$ cat config.mk
export PLATFORM = sky130hd
export DESIGN_NAME = serial_tx_arbiter
export DESIGN_NICKNAME = d
export VERILOG_FILES = /design/src/rtl/serial_tx_pkg.sv /design/src/rtl/rr_arbiter.sv /design/src/rtl/serial_tx_arbiter.sv
export SDC_FILE = /design/constraint.sdc
export NUM_CORES = 1
export LEC_CHECK = 0
export CAP_MARGIN = 10
export CORE_ASPECT_RATIO = 1.2
export CORE_MARGIN = 2
export CORE_UTILIZATION = 62
export DETAILED_ROUTE_END_ITERATION = 8
export DONT_BUFFER_PORTS = 1
export PLACE_DENSITY = 0.81
export SLEW_MARGIN = 20
export SYNTH_ARGS = -nofsm -noshare
export SYNTH_HDL_FRONTEND = slang
export SYNTH_HIERARCHICAL = 1
export SYNTH_SLANG_ARGS = --single-unit
$ cat constraint.sdc
create_clock -name clk -period 2.4 [get_ports clk]
set_input_delay 0.36 -clock clk [delete_from_list [all_inputs] [get_ports clk]]
set_output_delay 0.36 -clock clk [all_outputs]
set_load 0.1 [all_outputs]
$ cat src/rtl/serial_tx_pkg.sv
// Shared types and frame constants for the serial byte-frame transmitter.
// Optional feature macro: SERIAL_TX_PARITY_EN adds an even-parity bit after the data bits.
package serial_tx_pkg;

    localparam int unsigned FRAME_DATA_BITS = 8;
    localparam int unsigned BIT_IDX_W       = 3;
    localparam logic        START_BIT       = 1'b0;
    localparam logic        STOP_BIT        = 1'b1;
    localparam logic        IDLE_LEVEL      = 1'b1;

`ifdef SERIAL_TX_PARITY_EN
    typedef enum logic [2:0] {
        ST_IDLE   = 3'd0,
        ST_START  = 3'd1,
        ST_DATA   = 3'd2,
        ST_STOP   = 3'd3,
        ST_PARITY = 3'd4
    } tx_state_e;

    // Even parity: XOR of all data bits.
    function automatic logic even_parity(input logic [FRAME_DATA_BITS-1:0] data);
        return ^data;
    endfunction
`else
    typedef enum logic [1:0] {
        ST_IDLE  = 2'd0,
        ST_START = 2'd1,
        ST_DATA  = 2'd2,
        ST_STOP  = 2'd3
    } tx_state_e;
`endif

endpackage

$ cat src/rtl/rr_arbiter.sv
// Combinational round-robin arbiter: search starts one past last_grant and wraps.
module rr_arbiter #(
    parameter int unsigned NUM_REQ = 4,
    parameter int unsigned IDX_W   = 2
) (
    input  logic [NUM_REQ-1:0] req,
    input  logic [IDX_W-1:0]   last_grant,
    output logic [NUM_REQ-1:0] grant,
    output logic [IDX_W-1:0]   grant_idx,
    output logic               any_req
);

    // Walk offsets 1..NUM_REQ from last_grant; the first valid requester wins.
    always_comb begin
        grant     = '0;
        grant_idx = '0;
        any_req   = 1'b0;
        for (int unsigned k = 1; k <= NUM_REQ; k++) begin
            for (int unsigned i = 0; i < NUM_REQ; i++) begin
                if (!any_req && req[i] && (i == ((32'(last_grant) + k) % NUM_REQ))) begin
                    any_req   = 1'b1;
                    grant[i]  = 1'b1;
                    grant_idx = IDX_W'(i);
                end
            end
        end
    end

endmodule

$ cat src/rtl/serial_tx_arbiter.sv
// Shares one idle-high serial byte-frame transmitter among NUM_REQ producers.
// Optional feature macro: SERIAL_TX_PARITY_EN inserts an even-parity bit before stop.
module serial_tx_arbiter
    import serial_tx_pkg::*;
#(
    parameter int unsigned  NUM_REQ    = 4,
    parameter int unsigned  BIT_CYCLES = 1,
    localparam int unsigned IDX_W      = (NUM_REQ > 1) ? $clog2(NUM_REQ) : 1
) (
    input  logic                         clk,
    input  logic                         rst,
    input  logic [NUM_REQ-1:0]           req_valid,
    input  logic [NUM_REQ*8-1:0]         req_data,
    output logic [NUM_REQ-1:0]           req_ready,
    output logic                         tx_line,
    output logic                         busy,
    output logic [IDX_W-1:0]             grant_id
);

    localparam int unsigned         CNT_W     = (BIT_CYCLES > 1) ? $clog2(BIT_CYCLES) : 1;
    localparam logic [CNT_W-1:0]    CNT_LAST  = CNT_W'(BIT_CYCLES - 1);
    localparam logic [IDX_W-1:0]    GRANT_RST = IDX_W'(NUM_REQ - 1);
    localparam logic [BIT_IDX_W-1:0] IDX_LAST = BIT_IDX_W'(FRAME_DATA_BITS - 1);

    tx_state_e                    state_q, state_d;
    logic [CNT_W-1:0]             cnt_q, cnt_d;
    logic [BIT_IDX_W-1:0]         idx_q, idx_d;
    logic [FRAME_DATA_BITS-1:0]   shift_q, shift_d;
    logic [IDX_W-1:0]             last_grant_q, last_grant_d;
    logic [IDX_W-1:0]             grant_id_q, grant_id_d;
    logic                         tx_q, tx_d;
    logic                         busy_q, busy_d;

    logic [NUM_REQ-1:0]           arb_grant;
    logic [IDX_W-1:0]             arb_idx;
    logic                         arb_any;
    logic                         bit_end;
    logic                         win;
    logic                         accept;

    rr_arbiter #(
        .NUM_REQ (NUM_REQ),
        .IDX_W   (IDX_W)
    ) u_arb (
        .req        (req_valid),
        .last_grant (last_grant_q),
        .grant      (arb_grant),
        .grant_idx  (arb_idx),
        .any_req    (arb_any)
    );

    // Accept window: any idle cycle, or the last stop cycle for gapless back-to-back frames.
    assign bit_end   = (cnt_q == CNT_LAST);
    assign win       = !rst && ((state_q == ST_IDLE) || ((state_q == ST_STOP) && bit_end));
    assign accept    = win && arb_any;
    assign req_ready = win ? arb_grant : '0;

    // Frame state register and output registers.
    always_ff @(posedge clk) begin
        if (rst) begin
            state_q      <= ST_IDLE;
            cnt_q        <= '0;
            idx_q        <= '0;
            shift_q      <= '0;
            last_grant_q <= GRANT_RST;
            grant_id_q   <= '0;
            tx_q         <= IDLE_LEVEL;
            busy_q       <= 1'b0;
        end else begin
            state_q      <= state_d;
            cnt_q        <= cnt_d;
            idx_q        <= idx_d;
            shift_q      <= shift_d;
            last_grant_q <= last_grant_d;
            grant_id_q   <= grant_id_d;
            tx_q         <= tx_d;
            busy_q       <= busy_d;
        end
    end

    // Next-state, bit timing and next line level (derived from the next state).
    always_comb begin
        state_d      = state_q;
        cnt_d        = cnt_q;
        idx_d        = idx_q;
        shift_d      = shift_q;
        last_grant_d = last_grant_q;
        grant_id_d   = grant_id_q;
        tx_d         = IDLE_LEVEL;
        busy_d       = 1'b0;

        if (accept) begin
            state_d      = ST_START;
            cnt_d        = '0;
            idx_d        = '0;
            last_grant_d = arb_idx;
            grant_id_d   = arb_idx;
            for (int unsigned i = 0; i < NUM_REQ; i++) begin
                if (arb_grant[i]) begin
                    shift_d = req_data[i*FRAME_DATA_BITS +: FRAME_DATA_BITS];
                end
            end
        end else begin
            case (state_q)
                ST_START: begin
                    if (bit_end) begin
                        state_d = ST_DATA;
                        cnt_d   = '0;
                        idx_d   = '0;
                    end else begin
                        cnt_d = cnt_q + CNT_W'(1);
                    end
                end
                ST_DATA: begin
                    if (bit_end) begin
                        cnt_d = '0;
                        if (idx_q == IDX_LAST) begin
`ifdef SERIAL_TX_PARITY_EN
                            state_d = ST_PARITY;
`else
                            state_d = ST_STOP;
`endif
                        end else begin
                            idx_d = idx_q + BIT_IDX_W'(1);
                        end
                    end else begin
                        cnt_d = cnt_q + CNT_W'(1);
                    end
                end
`ifdef SERIAL_TX_PARITY_EN
                ST_PARITY: begin
                    if (bit_end) begin
                        state_d = ST_STOP;
                        cnt_d   = '0;
                    end else begin
                        cnt_d = cnt_q + CNT_W'(1);
                    end
                end
`endif
                ST_STOP: begin
                    if (bit_end) begin
                        state_d = ST_IDLE;
                        cnt_d   = '0;
                    end else begin
                        cnt_d = cnt_q + CNT_W'(1);
                    end
                end
                default: begin
                end
            endcase
        end

        case (state_d)
            ST_START:  tx_d = START_BIT;
            ST_DATA:   tx_d = shift_d[idx_d];
`ifdef SERIAL_TX_PARITY_EN
            ST_PARITY: tx_d = even_parity(shift_d);
`endif
            ST_STOP:   tx_d = STOP_BIT;
            default:   tx_d = IDLE_LEVEL;
        endcase
        busy_d = (state_d != ST_IDLE);
    end

    assign tx_line  = tx_q;
    assign busy     = busy_q;
    assign grant_id = grant_id_q;

endmodule

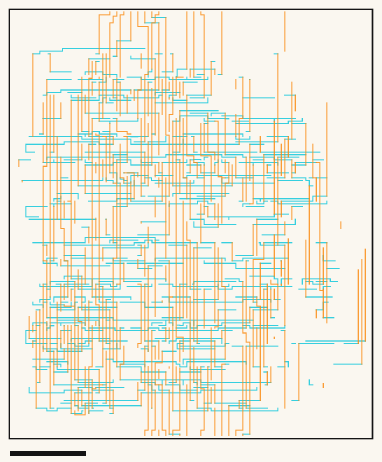
run_1/metal_stack.png
Scale bar: 10 um. Only two layers are drawn.
Key: met1 = cyan [wire length 1420 um]; met2 = orange [wire length 1780 um]

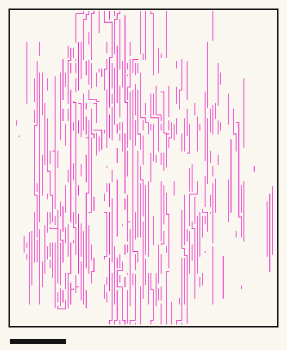
run_1/met2.png
Scale bar: 10 um.
The wires run mostly vertical. The layer carries 1780 um of wire.

==> flow_summary_export.csv, run 1 <==
group,metric,value,unit
critical_path,crit_slowest_cell,"dfxtp_1",
detailed_routing,drc_errors,0,
critical_path,critPathRequiredTime,2.04,ns
pwr,comb_cell_power,712,uW
critical_path,path_cells,"and2b_4, o22ai_1, a32o_1, inv_1, nor3_4, buf_12",
critical_path,crit_path_end_kind,"primary output",
run_status,outcome,"finished, final reports clean",
final_layout,largest_reg_flops,8,
global_route,grt_util_all_layers,28.9,%
global_route,overflow,0,
final_layout,antennaDiodeCount,0,
critical_path,path_delay_family,"flip-flops",
yosys,yosysWarnings,6,
critical_path,reg2reg_slack,0.14,ns
yosys,numSynthFlops,19,
yosys,synth_cell_type_count,49,
floorplanning,die_w,47.5,um
critical_path,crit_start,"last_grant_q[0]$_SDFFE_PP1N_",
sta,finalCritPeriodShare,97.5,%
pwr,p_int,682,uW
pwr,ir_drop,0.000564,V
pwr,maxPowerGroup,"combinational cells",
yosys,edf_count,0,
sta,whs,0.0910,ns
yosys,fp_nets,223,
clock_tree,clkLatencyLatePin,0.31,ns
final_layout,largest-register,"shift_q",
detailed_routing,viasPerCell,6.33,
floorplanning,chipHeight,56.2,um
critical_path,cp-endpoint,"req_ready[3]",
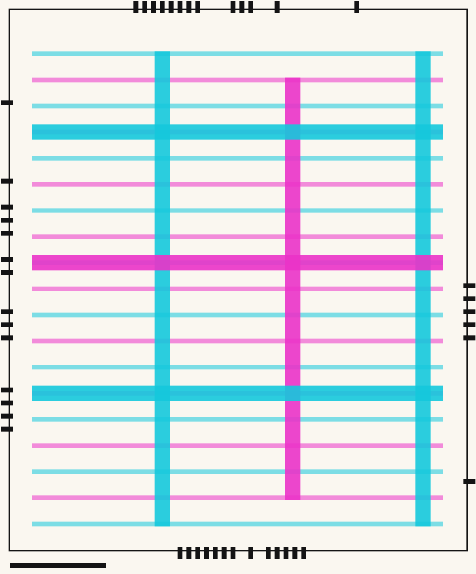
run_1/pdn.png
Scale bar: 10 um. Pins as bars on the die edge.
Key: VSS = cyan; VDD = magenta
19 met1 rails follow the rows. The core has 18 rows. 3 straps on met5. 3 straps on met4.

-- run 1: cell type report --
type,instances,area [um^2],area share [%]
Clock inverter,1,5.00,0.320
Sequential cell,19,380,24.3
Clock buffer,3,22.5,1.44
Timing Repair Buffer,14,130,8.31
Tap cell,30,37.5,2.40
Multi-Input combinational cell,144,963,61.6
Inverter,7,26.3,1.68
-- run 1: layer usage --
metal,share of wire (%),wire (um),track usage (%)
met2,50,1780,45.8
met1,40,1420,34.1
met4,2.9,104,16.6
met5,0,0,0
met3,7.3,259,6.17
-- run 1: cells in the final DEF, fill, tap and decap left out, drive strengths merged, types with 2 or more instances in the layout --
master / count
o21ai: 7
buf: 14
a31oi: 2
ha: 5
or3: 2
a221oi: 2
nor2: 16
clkbuf: 3
a22oi: 4
nor3: 3
inv: 7
o211ai: 3
nand2: 24
o2111ai: 4
and2: 4
nor2b: 3
o21a: 4
dfxtp: 19
a211oi: 2
mux2i: 10
nand3: 4
nand3b: 5
nand2b: 4
or2: 2
o221a: 2
a21oi: 16
-- run 1: cell families (layout without fill, tap and decap cells) --
| kind of cell | count (synthesis) | count (layout) |
|---|---|---|
| muxes | 11 | 11 |
| AOI/OAI and AO/OA | 56 | 56 |
| buffers and inverters | 17 | 25 |
| adders and majority gates | 5 | 5 |
| DFF | 19 | 19 |
| and+or+nand+nor | 72 | 72 |
-- run 1: per-stage QoR --
step	instances	utilization (%)	setup TNS [ns]	area [um^2]	worst slack (ns)
floorplan	180	-	0	1420	0.138
global route	218	74.7	-0.00753	1570	-0.00753
CTS	218	74.3	0	1560	0.138
global placement	214	73.0	0	1530	0.238
detailed placement	214	73.0	0	1530	0.179
finish	218	74.7	0	1570	0.0593
-- run 1: timing repair --
action | in CTS | in global routing
setup buffers | 0 | 0
gates resized | 0 | 1
endpoints found under the setup margin | 0 | 1
==> run 1 -> run 2 <==
--- a/config.mk
+++ b/config.mk
@@ -5,7 +5,6 @@
 export SDC_FILE = /design/constraint.sdc
 export NUM_CORES = 1
 export LEC_CHECK = 0
-export CAP_MARGIN = 10
 export CORE_ASPECT_RATIO = 1.2
 export CORE_MARGIN = 2
 export CORE_UTILIZATION = 62
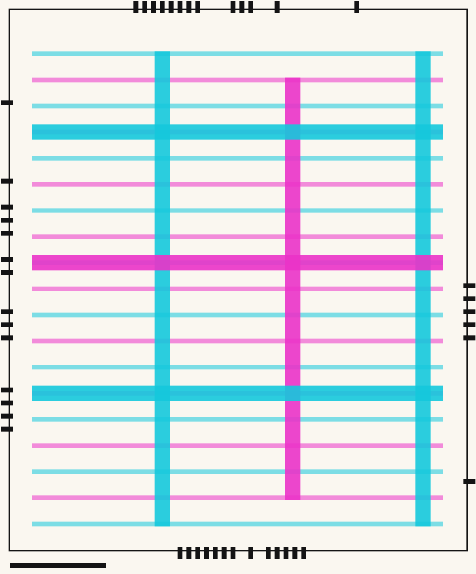
run_2/pdn.png
Scale bar: 10 um. Pins as bars on the die edge.
Key: VDD = magenta; VSS = cyan
The core has 18 rows. 3 straps on met4.

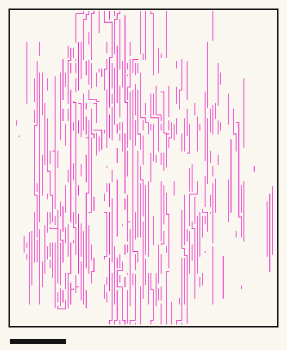
run_2/met2.png
Scale bar: 10 um.
The layer holds 50% of the routed length. 198 nets have wire on it.

==> run 2 against run 1 <==
Cell area unchanged. First-iteration DRC count unchanged. Combinational power about the same. Utilization unchanged. Setup slack unchanged. Clock skew unchanged. Critical path type unchanged.
==> flow_summary_export.csv, run 2 <==
group,metric,value,unit
run_status,outcome,"finished, final reports clean",
critical_path,path_cells,"and2b_4, o22ai_1, a32o_1, inv_1, nor3_4, buf_12",
sta,setup_ws,0.0593,ns
final_layout,largest_reg_flops,8,
sta,whs,0.0910,ns
pwr,ir_drop,0.000564,V
final_layout,instances_no_fill,218,
place,dp.cells,214,
yosys,adder_share,4.44,%
place,pre_cts_slack,0.179,ns
place,postPlaceCellArea,1530,um^2
clock_tree,cts_resized,0,
final_layout,regArea,380,um^2
critical_path,path_delay_family,"flip-flops",
pwr,comb_cell_power,712,uW
final_layout,antennaDiodeCount,0,
final_layout,final_area,1570,um^2
critical_path,crit_path_end_kind,"primary output",
yosys,fp_nets,223,
sta,setup_tns,0,ns
yosys,yosysWarnings,6,
critical_path,crit_slowest_cell,"dfxtp_1",
pwr,p_int,682,uW
floorplanning,chipHeight,56.2,um
final_layout,post-route-util,74.7,%
pwr,maxPowerGroup,"combinational cells",
detailed_routing,viasPerCell,6.33,
yosys,numSynthFlops,19,
critical_path,reg2reg_slack,0.14,ns
critical_path,crit_start,"last_grant_q[0]$_SDFFE_PP1N_",
floorplanning,die_w,47.5,um
detailed_routing,drc_errors,0,
global_route,grt_util_all_layers,28.9,%
yosys,synth_cell_type_count,49,
clock_tree,clkLatencyLatePin,0.31,ns
final_layout,lay_top_count,"nand2_1",
final_layout,combGateArea,963,um^2
final_layout,layout_top_cells,"nand2_1, dfxtp_1, a21oi_1, nor2_1, buf_4",
sta,finalCritPeriodShare,97.5,%
place,io_buffers,0,
critical_path,critPathRequiredTime,2.04,ns
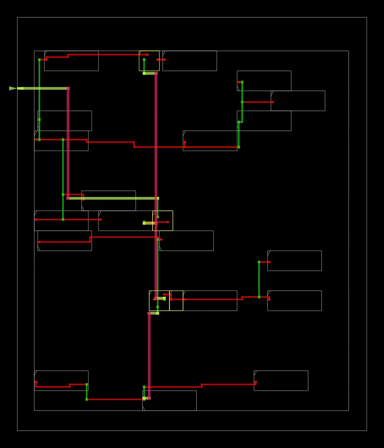
run_2/final_clocks.png
clock sinks: 19
clk_buf instances: 3
number of CTS-inserted buffers: 3

-- run 2: cell counts in the layout (fill, tap and decap cells not counted) --
Identical to the previous run, type by type.
-- run 2: metal layers --
layer | wire length, um | GRT usage (%) | share of wire, % | up-vias
met3 | 259 | 6.17 | 7.3 | 13
met1 | 1420 | 34.1 | 40 | 621
met5 | 0 | 0 | 0 | -
met4 | 104 | 16.6 | 2.9 | 0
met2 | 1780 | 45.8 | 50 | 68
li1 | - | - | - | 678
-- run 2: logic make-up (layout without fill, tap and decap cells) --
family | after synthesis | count (layout)
fa+ha+maj | 5 | 5
compound gates | 56 | 56
flops | 19 | 19
simple gates | 72 | 72
mux | 11 | 11
buf+inv | 17 | 25
-- run 2: worst min-delay path by stage --
stage,from,end,slack (ns),cells past startpoint
6_report,rst,state_q[1]$_SDFF_PP0_,0.09,1
5_1_grt,rst,grant_id[1]$_SDFFE_PP0N_,0.09,1
4_1_cts,rst,busy$_SDFF_PP0_,0.09,1
3_5_place_dp,rst,state_q[1]$_SDFF_PP0_,0.43,1
3_3_place_gp,rst,state_q[1]$_SDFF_PP0_,0.43,1
2_1_floorplan,last_grant_q[1]$_SDFFE_PP1N_,last_grant_q[1]$_SDFFE_PP1N_,0.44,2
-- run 2: worst reg2reg max path, delay by kind of cell (launching register included) --
family	cells	cell delay (ns)
flip-flops	1	0.33
AND/OR/NAND/NOR	3	0.82
AND-OR/OR-AND	2	0.65
adder cells (fa/ha/maj)	1	0.31
buffers and inverters	1	0.06
-- run 2: area by class of cell --
| class | instances | area share (%) |
|---|---|---|
| Clock buffer | 3 | 1.44 |
| Clock inverter | 1 | 0.320 |
| Inverter | 7 | 1.68 |
| Multi-Input combinational cell | 144 | 61.6 |
| Sequential cell | 19 | 24.3 |
| Tap cell | 30 | 2.40 |
| Timing Repair Buffer | 14 | 8.31 |
Power is estimated from default activity; no workload was simulated.
